Figure 1. Routed metal, one color a layer (run 1).
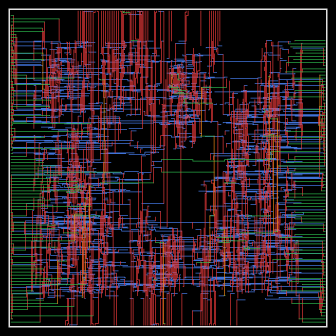
Figure 2. Routing congestion (run 1).
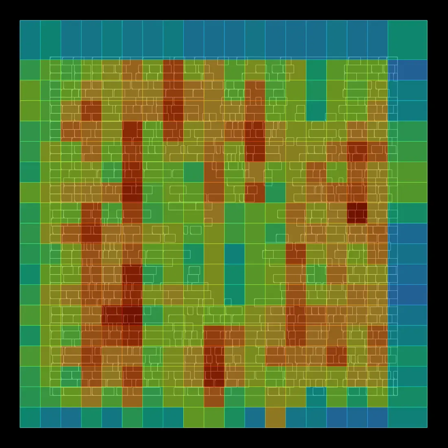
Figure 3. M2 wires (run 1).
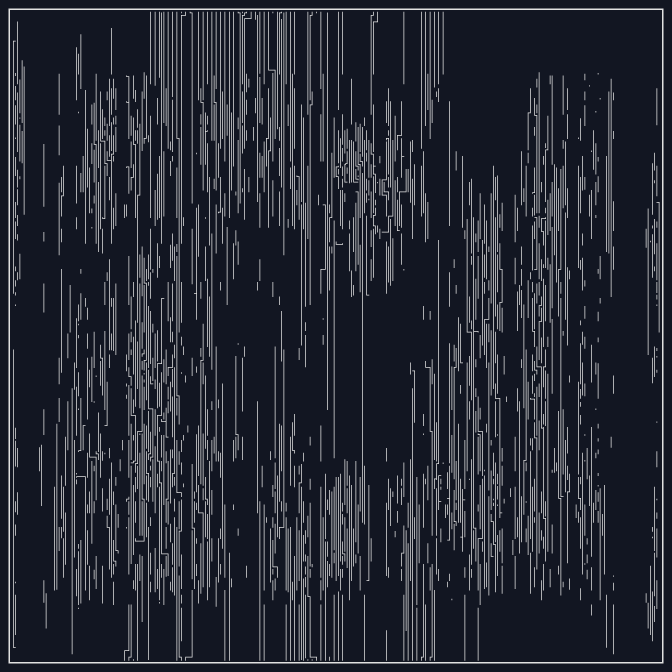
===== src/rtl/memory_controller_pkg.sv =====
// Shared definitions for the memory controller: bus width selection and FSM encoding.
package memory_controller_pkg;

`ifdef RV64I
  localparam int XLEN = 64;
`else
  localparam int XLEN = 32;
`endif

  localparam int BYTE_NUM = XLEN / 8;

  typedef enum logic [1:0] {
    IDLE    = 2'd0,
    ROM_ACC = 2'd1,
    RAM_ACC = 2'd2,
    DONE    = 2'd3
  } state_t;

endpackage


===== src/rtl/memory_controller_if.sv =====
// Core request bus plus ROM/RAM device buses; master drives requests and device replies.
interface memory_controller_if
  import memory_controller_pkg::*;
#(
  parameter int DATA_W = XLEN,
  parameter int ADDR_W = XLEN
);
  logic                  mem_rd_en;
  logic                  mem_wr_en;
  logic [DATA_W/8-1:0]   mem_byte_en;
  logic [ADDR_W-1:0]     mem_addr;
  logic [DATA_W-1:0]     wr_data;
  logic [DATA_W-1:0]     rd_data;
  logic                  mem_busy;
  logic                  bus_error;

  logic                  rom_en;
  logic [ADDR_W-1:0]     rom_addr;
  logic [DATA_W-1:0]     rom_rd_data;
  logic                  rom_ack;

  logic                  ram_en;
  logic                  ram_wr;
  logic [DATA_W/8-1:0]   ram_byte_en;
  logic [ADDR_W-1:0]     ram_addr;
  logic [DATA_W-1:0]     ram_wr_data;
  logic [DATA_W-1:0]     ram_rd_data;
  logic                  ram_ack;

  modport master (
    output mem_rd_en, mem_wr_en, mem_byte_en, mem_addr, wr_data,
    output rom_rd_data, rom_ack, ram_rd_data, ram_ack,
    input  rd_data, mem_busy, bus_error,
    input  rom_en, rom_addr, ram_en, ram_wr, ram_byte_en, ram_addr, ram_wr_data
  );

  modport slave (
    input  mem_rd_en, mem_wr_en, mem_byte_en, mem_addr, wr_data,
    input  rom_rd_data, rom_ack, ram_rd_data, ram_ack,
    output rd_data, mem_busy, bus_error,
    output rom_en, rom_addr, ram_en, ram_wr, ram_byte_en, ram_addr, ram_wr_data
  );
endinterface


===== src/rtl/memory_controller_byte_lane_align.sv =====
// Moves LSB-justified core data onto word lanes for the device, and device data back
// down to LSB-justified, zero-extended load data.
module byte_lane_align
  import memory_controller_pkg::*;
#(
  parameter int DATA_W = XLEN,
  parameter int OFF_W  = $clog2(DATA_W / 8)
) (
  input  logic [OFF_W-1:0]    offset,
  input  logic [DATA_W/8-1:0] byte_en,
  input  logic [DATA_W-1:0]   wr_data,
  input  logic [DATA_W-1:0]   dev_rd_data,
  output logic [DATA_W/8-1:0] dev_byte_en,
  output logic [DATA_W-1:0]   dev_wr_data,
  output logic [DATA_W-1:0]   rd_data
);
  localparam int BN = DATA_W / 8;

  logic [OFF_W+2:0]  bit_shift;
  logic [DATA_W-1:0] lane_mask;

  assign bit_shift   = {offset, 3'b000};
  assign dev_byte_en = byte_en << offset;
  assign dev_wr_data = wr_data << bit_shift;

  always_comb begin
    lane_mask = '0;
    for (int i = 0; i < BN; i++) lane_mask[i*8 +: 8] = {8{byte_en[i]}};
  end

  assign rd_data = (dev_rd_data >> bit_shift) & lane_mask;
endmodule


===== src/rtl/memory_controller.sv =====
// Single-outstanding memory controller: decodes core requests to ROM or RAM, waits for
// the device ack with a timeout, and flags illegal or failed accesses on a sticky error.
module memory_controller
  import memory_controller_pkg::*;
#(
  parameter int          DATA_W   = XLEN,
  parameter int          ADDR_W   = XLEN,
  parameter int unsigned RAM_BASE = 32'h1000,
  parameter int          TIMEOUT  = 15
) (
  input logic                clock,
  input logic                reset,
  memory_controller_if.slave bus
);
  localparam int BN    = DATA_W / 8;
  localparam int OFF_W = $clog2(BN);
  localparam int CNT_W = $clog2(TIMEOUT + 1);

  // True when the access would spill past the top byte lane of the word.
  function automatic logic misaligned(input logic [BN-1:0] be, input logic [OFF_W-1:0] off);
    logic [2*BN-1:0] span;
    span = {{BN{1'b0}}, be} << off;
    return |span[2*BN-1:BN];
  endfunction

  state_t            state, state_nxt;
  logic              armed;
  logic              accept, err_set, capture;
  logic              rom_hit, dev_ack, tmo_hit, in_access;
  logic [DATA_W-1:0] dev_rd;

  logic [ADDR_W-1:0] addr_p0;
  logic [BN-1:0]     be_p0;
  logic [DATA_W-1:0] wd_p0;
  logic              wr_p0;
  logic [CNT_W-1:0]  tmo_cnt;

  logic              busy_p1;
  logic              err_p1;
  logic [DATA_W-1:0] rd_data_p1;

  logic [BN-1:0]     lane_be;
  logic [DATA_W-1:0] lane_wd;
  logic [DATA_W-1:0] lane_rd;

  assign rom_hit   = bus.mem_addr < ADDR_W'(RAM_BASE);
  assign in_access = (state == ROM_ACC) || (state == RAM_ACC);
  assign dev_ack   = (state == ROM_ACC) ? bus.rom_ack : bus.ram_ack;
  assign dev_rd    = (state == ROM_ACC) ? bus.rom_rd_data : bus.ram_rd_data;
  assign tmo_hit   = tmo_cnt == CNT_W'(TIMEOUT - 1);

  always_ff @(posedge clock or negedge reset) begin
    if (!reset) state <= IDLE;
    else        state <= state_nxt;
  end

  always_comb begin
    state_nxt = state;
    accept    = 1'b0;
    err_set   = 1'b0;
    capture   = 1'b0;
    case (state)
      IDLE: begin
        if (armed && (bus.mem_rd_en || bus.mem_wr_en)) begin
          if ((bus.mem_rd_en && bus.mem_wr_en) ||
              misaligned(bus.mem_byte_en, bus.mem_addr[OFF_W-1:0]) ||
              (bus.mem_wr_en && rom_hit)) begin
            err_set   = 1'b1;
            state_nxt = DONE;
          end else begin
            accept    = 1'b1;
            state_nxt = rom_hit ? ROM_ACC : RAM_ACC;
          end
        end
      end
      ROM_ACC, RAM_ACC: begin
        if (dev_ack) begin
          capture   = !wr_p0;
          state_nxt = DONE;
        end else if (tmo_hit) begin
          err_set   = 1'b1;
          state_nxt = DONE;
        end
      end
      DONE:    state_nxt = IDLE;
      default: state_nxt = IDLE;
    endcase
  end

  // Request latch / access stage; armed blocks acceptance on the first edge after reset.
  always_ff @(posedge clock or negedge reset) begin
    if (!reset) begin
      armed      <= 1'b0;
      busy_p1    <= 1'b0;
      err_p1     <= 1'b0;
      rd_data_p1 <= '0;
      addr_p0    <= '0;
      be_p0      <= '0;
      wd_p0      <= '0;
      wr_p0      <= 1'b0;
      tmo_cnt    <= '0;
    end else begin
      armed   <= 1'b1;
      busy_p1 <= (state_nxt == ROM_ACC) || (state_nxt == RAM_ACC);
      if (err_set) err_p1 <= 1'b1;
      if (accept) begin
        addr_p0 <= bus.mem_addr;
        be_p0   <= bus.mem_byte_en;
        wd_p0   <= bus.wr_data;
        wr_p0   <= bus.mem_wr_en;
        tmo_cnt <= '0;
      end else if (in_access) begin
        tmo_cnt <= tmo_cnt + CNT_W'(1);
      end
      if (capture) rd_data_p1 <= lane_rd;
    end
  end

  byte_lane_align #(.DATA_W(DATA_W), .OFF_W(OFF_W)) u_align (
    .offset      (addr_p0[OFF_W-1:0]),
    .byte_en     (be_p0),
    .wr_data     (wd_p0),
    .dev_rd_data (dev_rd),
    .dev_byte_en (lane_be),
    .dev_wr_data (lane_wd),
    .rd_data     (lane_rd)
  );

  // Device stage: enables follow the access state so they drop the cycle after ack or timeout.
  assign bus.rom_en      = state == ROM_ACC;
  assign bus.ram_en      = state == RAM_ACC;
  assign bus.ram_wr      = (state == RAM_ACC) && wr_p0;
  assign bus.rom_addr    = {addr_p0[ADDR_W-1:OFF_W], {OFF_W{1'b0}}};
  assign bus.ram_addr    = {addr_p0[ADDR_W-1:OFF_W], {OFF_W{1'b0}}};
  assign bus.ram_byte_en = lane_be;
  assign bus.ram_wr_data = lane_wd;
  assign bus.rd_data     = rd_data_p1;
  assign bus.mem_busy    = busy_p1;
  assign bus.bus_error   = err_p1;
endmodule


===== src/flat_wrapper.sv =====
// flat-port wrapper written by rule: the top's interface ports become plain ports
module memory_controller_flat import memory_controller_pkg::*;
#(
  parameter int          DATA_W   = XLEN,
  parameter int          ADDR_W   = XLEN,
  parameter int unsigned RAM_BASE = 32'h1000,
  parameter int          TIMEOUT  = 15
)
  (clock, reset, bus_mem_rd_en, bus_mem_wr_en, bus_mem_byte_en, bus_mem_addr, bus_wr_data, bus_rom_rd_data, bus_rom_ack, bus_ram_rd_data, bus_ram_ack, bus_rd_data, bus_mem_busy, bus_bus_error, bus_rom_en, bus_rom_addr, bus_ram_en, bus_ram_wr, bus_ram_byte_en, bus_ram_addr, bus_ram_wr_data);
  memory_controller_if #(.DATA_W(DATA_W), .ADDR_W(ADDR_W)) bus_i ();
  input logic clock;
  input logic reset;
  input wire logic [$bits(bus_i.mem_rd_en)-1:0] bus_mem_rd_en;
  input wire logic [$bits(bus_i.mem_wr_en)-1:0] bus_mem_wr_en;
  input wire logic [$bits(bus_i.mem_byte_en)-1:0] bus_mem_byte_en;
  input wire logic [$bits(bus_i.mem_addr)-1:0] bus_mem_addr;
  input wire logic [$bits(bus_i.wr_data)-1:0] bus_wr_data;
  input wire logic [$bits(bus_i.rom_rd_data)-1:0] bus_rom_rd_data;
  input wire logic [$bits(bus_i.rom_ack)-1:0] bus_rom_ack;
  input wire logic [$bits(bus_i.ram_rd_data)-1:0] bus_ram_rd_data;
  input wire logic [$bits(bus_i.ram_ack)-1:0] bus_ram_ack;
  output wire logic [$bits(bus_i.rd_data)-1:0] bus_rd_data;
  output wire logic [$bits(bus_i.mem_busy)-1:0] bus_mem_busy;
  output wire logic [$bits(bus_i.bus_error)-1:0] bus_bus_error;
  output wire logic [$bits(bus_i.rom_en)-1:0] bus_rom_en;
  output wire logic [$bits(bus_i.rom_addr)-1:0] bus_rom_addr;
  output wire logic [$bits(bus_i.ram_en)-1:0] bus_ram_en;
  output wire logic [$bits(bus_i.ram_wr)-1:0] bus_ram_wr;
  output wire logic [$bits(bus_i.ram_byte_en)-1:0] bus_ram_byte_en;
  output wire logic [$bits(bus_i.ram_addr)-1:0] bus_ram_addr;
  output wire logic [$bits(bus_i.ram_wr_data)-1:0] bus_ram_wr_data;
  assign bus_i.mem_rd_en = bus_mem_rd_en;
  assign bus_i.mem_wr_en = bus_mem_wr_en;
  assign bus_i.mem_byte_en = bus_mem_byte_en;
  assign bus_i.mem_addr = bus_mem_addr;
  assign bus_i.wr_data = bus_wr_data;
  assign bus_i.rom_rd_data = bus_rom_rd_data;
  assign bus_i.rom_ack = bus_rom_ack;
  assign bus_i.ram_rd_data = bus_ram_rd_data;
  assign bus_i.ram_ack = bus_ram_ack;
  assign bus_rd_data = bus_i.rd_data;
  assign bus_mem_busy = bus_i.mem_busy;
  assign bus_bus_error = bus_i.bus_error;
  assign bus_rom_en = bus_i.rom_en;
  assign bus_rom_addr = bus_i.rom_addr;
  assign bus_ram_en = bus_i.ram_en;
  assign bus_ram_wr = bus_i.ram_wr;
  assign bus_ram_byte_en = bus_i.ram_byte_en;
  assign bus_ram_addr = bus_i.ram_addr;
  assign bus_ram_wr_data = bus_i.ram_wr_data;
  memory_controller #(.DATA_W(DATA_W), .ADDR_W(ADDR_W), .RAM_BASE(RAM_BASE), .TIMEOUT(TIMEOUT)) u_core (.clock(clock), .reset(reset), .bus(bus_i));
endmodule

===== config.mk =====
export PLATFORM = sky130hd
export DESIGN_NAME = memory_controller_flat
export DESIGN_NICKNAME = d
export VERILOG_FILES = /design/src/rtl/memory_controller_pkg.sv /design/src/rtl/memory_controller_if.sv /design/src/rtl/memory_controller_byte_lane_align.sv /design/src/rtl/memory_controller.sv /design/src/flat_wrapper.sv
export SDC_FILE = /design/constraint.sdc
export NUM_CORES = 1
export LEC_CHECK = 0
export CORE_MARGIN = 10
export CORE_UTILIZATION = 49
export CTS_BUF_LIST = sky130_fd_sc_hd__clkbuf_4
export CTS_CLUSTER_SIZE = 30
export DETAILED_ROUTE_END_ITERATION = 10
export PLACE_DENSITY = 0.9
export SYNTH_ARGS = -nofsm -noshare
export SYNTH_HDL_FRONTEND = slang
export SYNTH_HIERARCHICAL = 1
export SYNTH_SLANG_ARGS = --single-unit

===== constraint.sdc =====
create_clock -name clock -period 6.4 [get_ports clock]
set_input_delay 1.28 -clock clock [delete_from_list [all_inputs] [get_ports clock]]
set_output_delay 1.28 -clock clock [all_outputs]
set_load 0.01 [all_outputs]

==> run notes, run 1 <==
Synthesis and place-and-route results.

- The share of flip-flops with an asynchronous set or reset after synthesis is 100%.
- Post-CTS timing repair inserted 0 buffers for setup.
- The final-report max-slew violation count is 0.
- The HPWL after detailed placement is 16,700 um.
- The internal power component is 0.00264 W.
- The top achievable clock speed is 232 MHz.
- The via count of the first global-routing pass is 5,624.
- The required time reported for the critical path endpoint is 5.12 ns.
- The aggregate negative setup slack is 0 ns.
- Of the total synthesized cell area, the portion taken by full adders, half adders and majority gates is 1.11%.
- The type of the worst setup path is reg2out.
- Of the post-synthesis cell area, the part taken by muxes is 32.2%.
- The area of the die is 0.0189 mm^2.
- The post-layout instance count excluding filler cells is 936.
- The post-route DRC violation count is 0.
- The clock passes through at most 2 buffers.
- Per the gpl log, the routability congestion estimate is 0.891.
- Setup repair after global routing left no endpoint under its margin.
- The static power due to leakage is 3.91 nW.
- The dominant kind of combinational cell is multiplexers.
- Sequential cells were found to cover 40.7% of the synthesized design area.
- The area of combinational cells with multiple inputs is 0.00324 mm^2.
- The net switching fraction of the power is 38.4%.
- The flow ran to the end, and the final reports show no timing, DRC or antenna violations.
- Across all setup checks in the final design, the least slack found is 2.10 ns.
- Ranked by total cell area, the synthesized netlist is headed by dfrtp_1 (41%), mux2_4 (15%), mux2_2 (11%), buf_4 (7.3%), mux2i_1 (6.4%).
- The cell at the root of the clock tree is clkbuf_4.
- The layout has 966 filler cells.
- The die is 137 um wide.
- The class of the worst hold path is reg2reg.
- Counting tap cells, the placed design contains a total of 917 instances.
## Picture notes: Figure 1
| color | layer | wire length |
|---|---|---|
| green | M3 | 2,260 um |
| orange | M4 | 493 um |
| blue | M1 | 8,060 um |
| red | M2 | 10,700 um |

## Picture notes: Figure 2
layer with the highest usage after global routing: met2
met3 routing resource usage after global routing: 8.81%

## Picture notes: Figure 3
longest straight run: 83.6 um
wire length on this layer: 10,700 um
nets with wire on the layer: 817
share of all routed wire: 50%
main direction: vertical

run 1: area by class of cell:
| class | instances | area share, % |
|---|---|---|
| inverters | 6 | 0.246 |
| flip-flops and latches | 110 | 30.2 |
| diodes | 3 | 0.0821 |
| clock inverters | 7 | 0.971 |
| well taps | 176 | 2.41 |
| clock buffers | 9 | 0.739 |
| repair buffers | 275 | 29.9 |
| multi-input cells | 350 | 35.5 |
run 1: worst max-delay path: stages (launching register included):
cell and delay, ns:
dfrtp_4 0.86, nor2b_1 0.80, nand2_1 0.13, o21ai_0 0.12, clkdlybuf4s50_1 0.62
run 1: metal layers:
layer | vias to the layer above | wire length (um) | global-route usage [%]
met5 | - | 0 | 0
met4 | 0 | 493 | 8.31
met3 | 36 | 2260 | 8.81
met2 | 275 | 10700 | 38.2
met1 | 2492 | 8060 | 23.5
li1 | 2296 | - | -
run 1: state kept, by name, summed over array words and instances (netlist names):
name                  cells
u_core/addr_p0           32
u_core/bus.bus_error      1
u_core/bus.rd_data       32
u_core/bus.mem_busy       1
u_core/state              2
u_core/armed              1
u_core/wr_p0              1
u_core/tmo_cnt            4
u_core/be_p0              4
u_core/wd_p0             32
run 1: cell families after synthesis:
| family | after synthesis |
|---|---|
| simple gates | 97 |
| flops | 110 |
| buf+inv | 106 |
| xor+xnor | 5 |
| compound gates | 61 |
| fa+ha+maj | 6 |
| mux | 176 |
| other cells | 2 |
run 1: worst paths after layout:
path / endpoint / slack [ns] / depth (start not counted)
max: bus_ram_wr_data[23] / 2.10 / 4
min: u_core/bus.bus_error / 0.50 / 1
max reg2reg: u_core/addr_p0[20] / 3.53 / 6
min reg2reg: u_core/bus.bus_error / 0.50 / 1
max in group asynchronous: u_core/addr_p0[0] / 4.31 / 2
min in group asynchronous: u_core/addr_p0[30] / 0.87 / 1
Figure 4. Placement density heat map (run 1).
The die is cut into 14 by 14 equal tiles; white is low, dark blue is high, 0 to 100% covered.
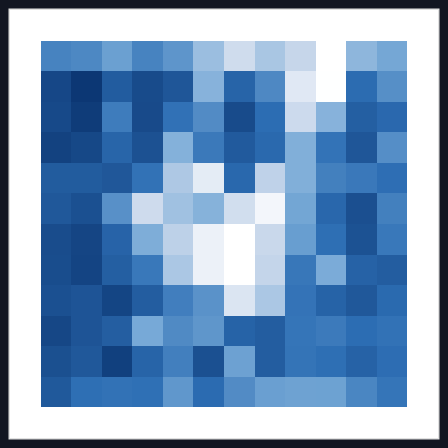

## Run 2: what changed since run 1
CORE_UTILIZATION = 45   (was 49)
PLACE_DENSITY = 0.83   (was 0.9)
clock period = 4.5 ns   (was 6.4 ns; I/O delays follow)
Figure 5. Placement density heat map (run 2).
The die is cut into 14 by 14 equal tiles; white is low, dark blue is high, 0 to 100% covered.
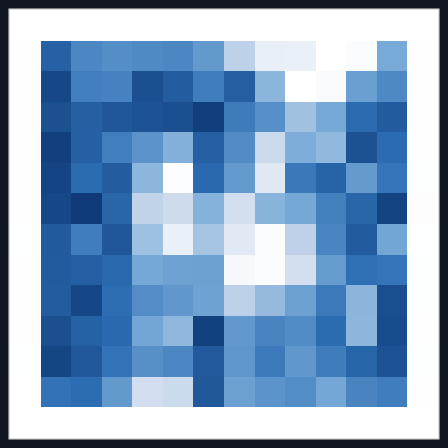
emptiest ninth of the die: upper right
fullest tile: 95%
nearly empty tiles: 29%
tiles over 75% full: 26%
area of the core: 0.0146 mm^2
post-route core utilization: 62.9%
floorplan-stage core utilization: 46.2%

==> run notes, run 2 <==
Synthesis and place-and-route results.

- The area of the die is 0.0203 mm^2.
- The biggest cell delay along the critical path is 0.77 ns.
- The timing endpoint of the critical path is bus_ram_wr_data[20].
- Setup repair after global routing left no endpoint under its margin.
- The tree is rooted in a clkbuf_4.
- The flow ran to the end, and the final reports show no timing, DRC or antenna violations.
- The buffers plus inverters on the worst setup path is 1.
- The via count of the first global-routing pass is 5,574.
- Per the detail_route log, the uppermost layer with routed signals is met4.
- The met1 wire length is 8280 um.
- In this run the critical register-to-register path is captured at u_core/wd_p0[7].
- STA reports a reg2reg setup slack of 2.02 ns.
- The aggregate negative setup slack is 0 ns.
- The maximum buffer depth of the clock tree is 2.
- The critical path endpoint has a required time of 3.60 ns.
- The net switching fraction of the power is 37.7%.
- Yosys reported that registers with async set or reset make up 100%.
- The internal power component is 0.00382 W.
- Looking at the critical path, the single cell with the biggest stage delay is dfrtp_2.
- The count of buffers added by post-CTS timing repair for setup is 0.
- On the critical path the largest part of the delay comes from simple AND/OR/NAND/NOR gates.
- The portion of the post-synthesis area used by sequential elements is 40.7%.
- After detailed routing, the number of remaining DRC violations is 0.
- The class of the worst hold path is reg2reg.
- All stages included, the depth of the critical timing path comes to 4.
- The global placement routability congestion is 0.851.
- The depth of the worst register-to-register path is 6.
- For this design the static power due to leakage is 3.93 nW.
- Once detailed placement completed, the half-perimeter wirelength came to 16,200 um.
- The type of the worst setup path is reg2out.
Figure 6. M2 wires (run 2).
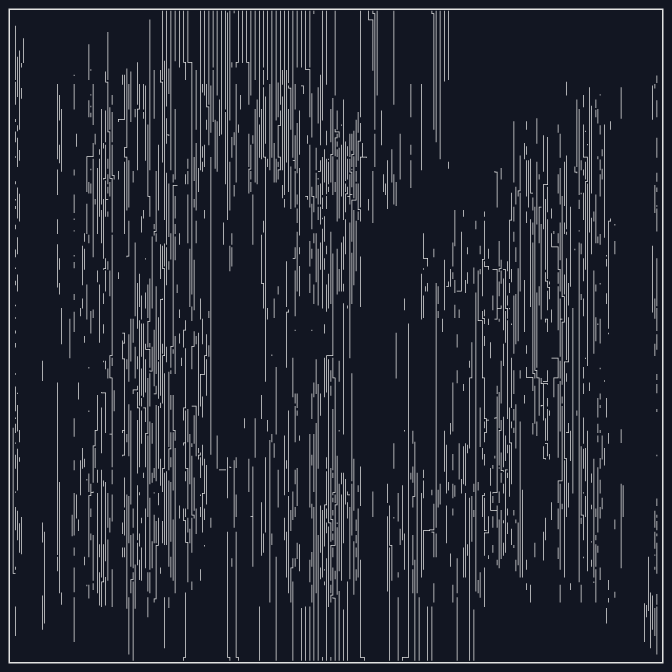
wire length on this layer: 9,490 um
main direction: vertical
longest straight run: 74.1 um
share of all routed wire: 46%
nets with wire on the layer: 820

[run 2: how the worst min path moves through the flow]
stage | to | slack (ns) | depth (start not counted)
4_1_cts | u_core/bus.bus_error | 0.51 | 1
5_1_grt | u_core/bus.bus_error | 0.52 | 1
6_report | u_core/bus.bus_error | 0.50 | 1
2_1_floorplan | u_core/wd_p0[24] | 0.47 | 1
3_3_place_gp | u_core/bus.bus_error | 0.47 | 1
3_5_place_dp | u_core/bus.bus_error | 0.47 | 1
[run 2: cell families (layout without fill, tap and decap cells)]
group / count (synthesis) / after routing / share of synthesized area, %
muxes: 176 / 176 / 32.2
and+or+nand+nor: 97 / 97 / 8.09
buffers and inverters: 106 / 299 / 11.6
adders and majority gates: 6 / 6 / 1.11
other: 2 / 6 / 0.111
AOI/OAI and AO/OA: 61 / 61 / 5.55
DFF: 110 / 110 / 40.7
xor gates and xnor gates: 5 / 5 / 0.648
[run 2: routing by layer]
metal | vias up | GRT usage [%]
li1 | 2295 | -
met1 | 2431 | 22.8
met2 | 268 | 32.2
met3 | 36 | 8.58
met4 | 0 | 9.45
met5 | - | 0
[run 2: cell type report]
class	instances	area, um^2
Antenna cell	1	2.50
Clock inverter	6	110
Fill cell	1068	5440
Inverter	6	22.5
Clock buffer	10	75.1
Timing Repair Buffer	277	2770
Multi-Input combinational cell	350	3240
Tap cell	184	230
Sequential cell	110	2760
[run 2: metrics by stage]
| stage | setup slack [ns] | instances | hold slack [ns] |
|---|---|---|---|
| global route | 0.542 | 944 | 0.517 |
| floorplan | 2.13 | 566 | 0.474 |
| finish | 0.730 | 944 | 0.503 |
| detailed placement | 0.971 | 927 | 0.469 |
| global placement | 1.02 | 927 | 0.467 |
| CTS | 0.690 | 943 | 0.506 |
No activity file was given, so power comes from the tool's default toggle rates.
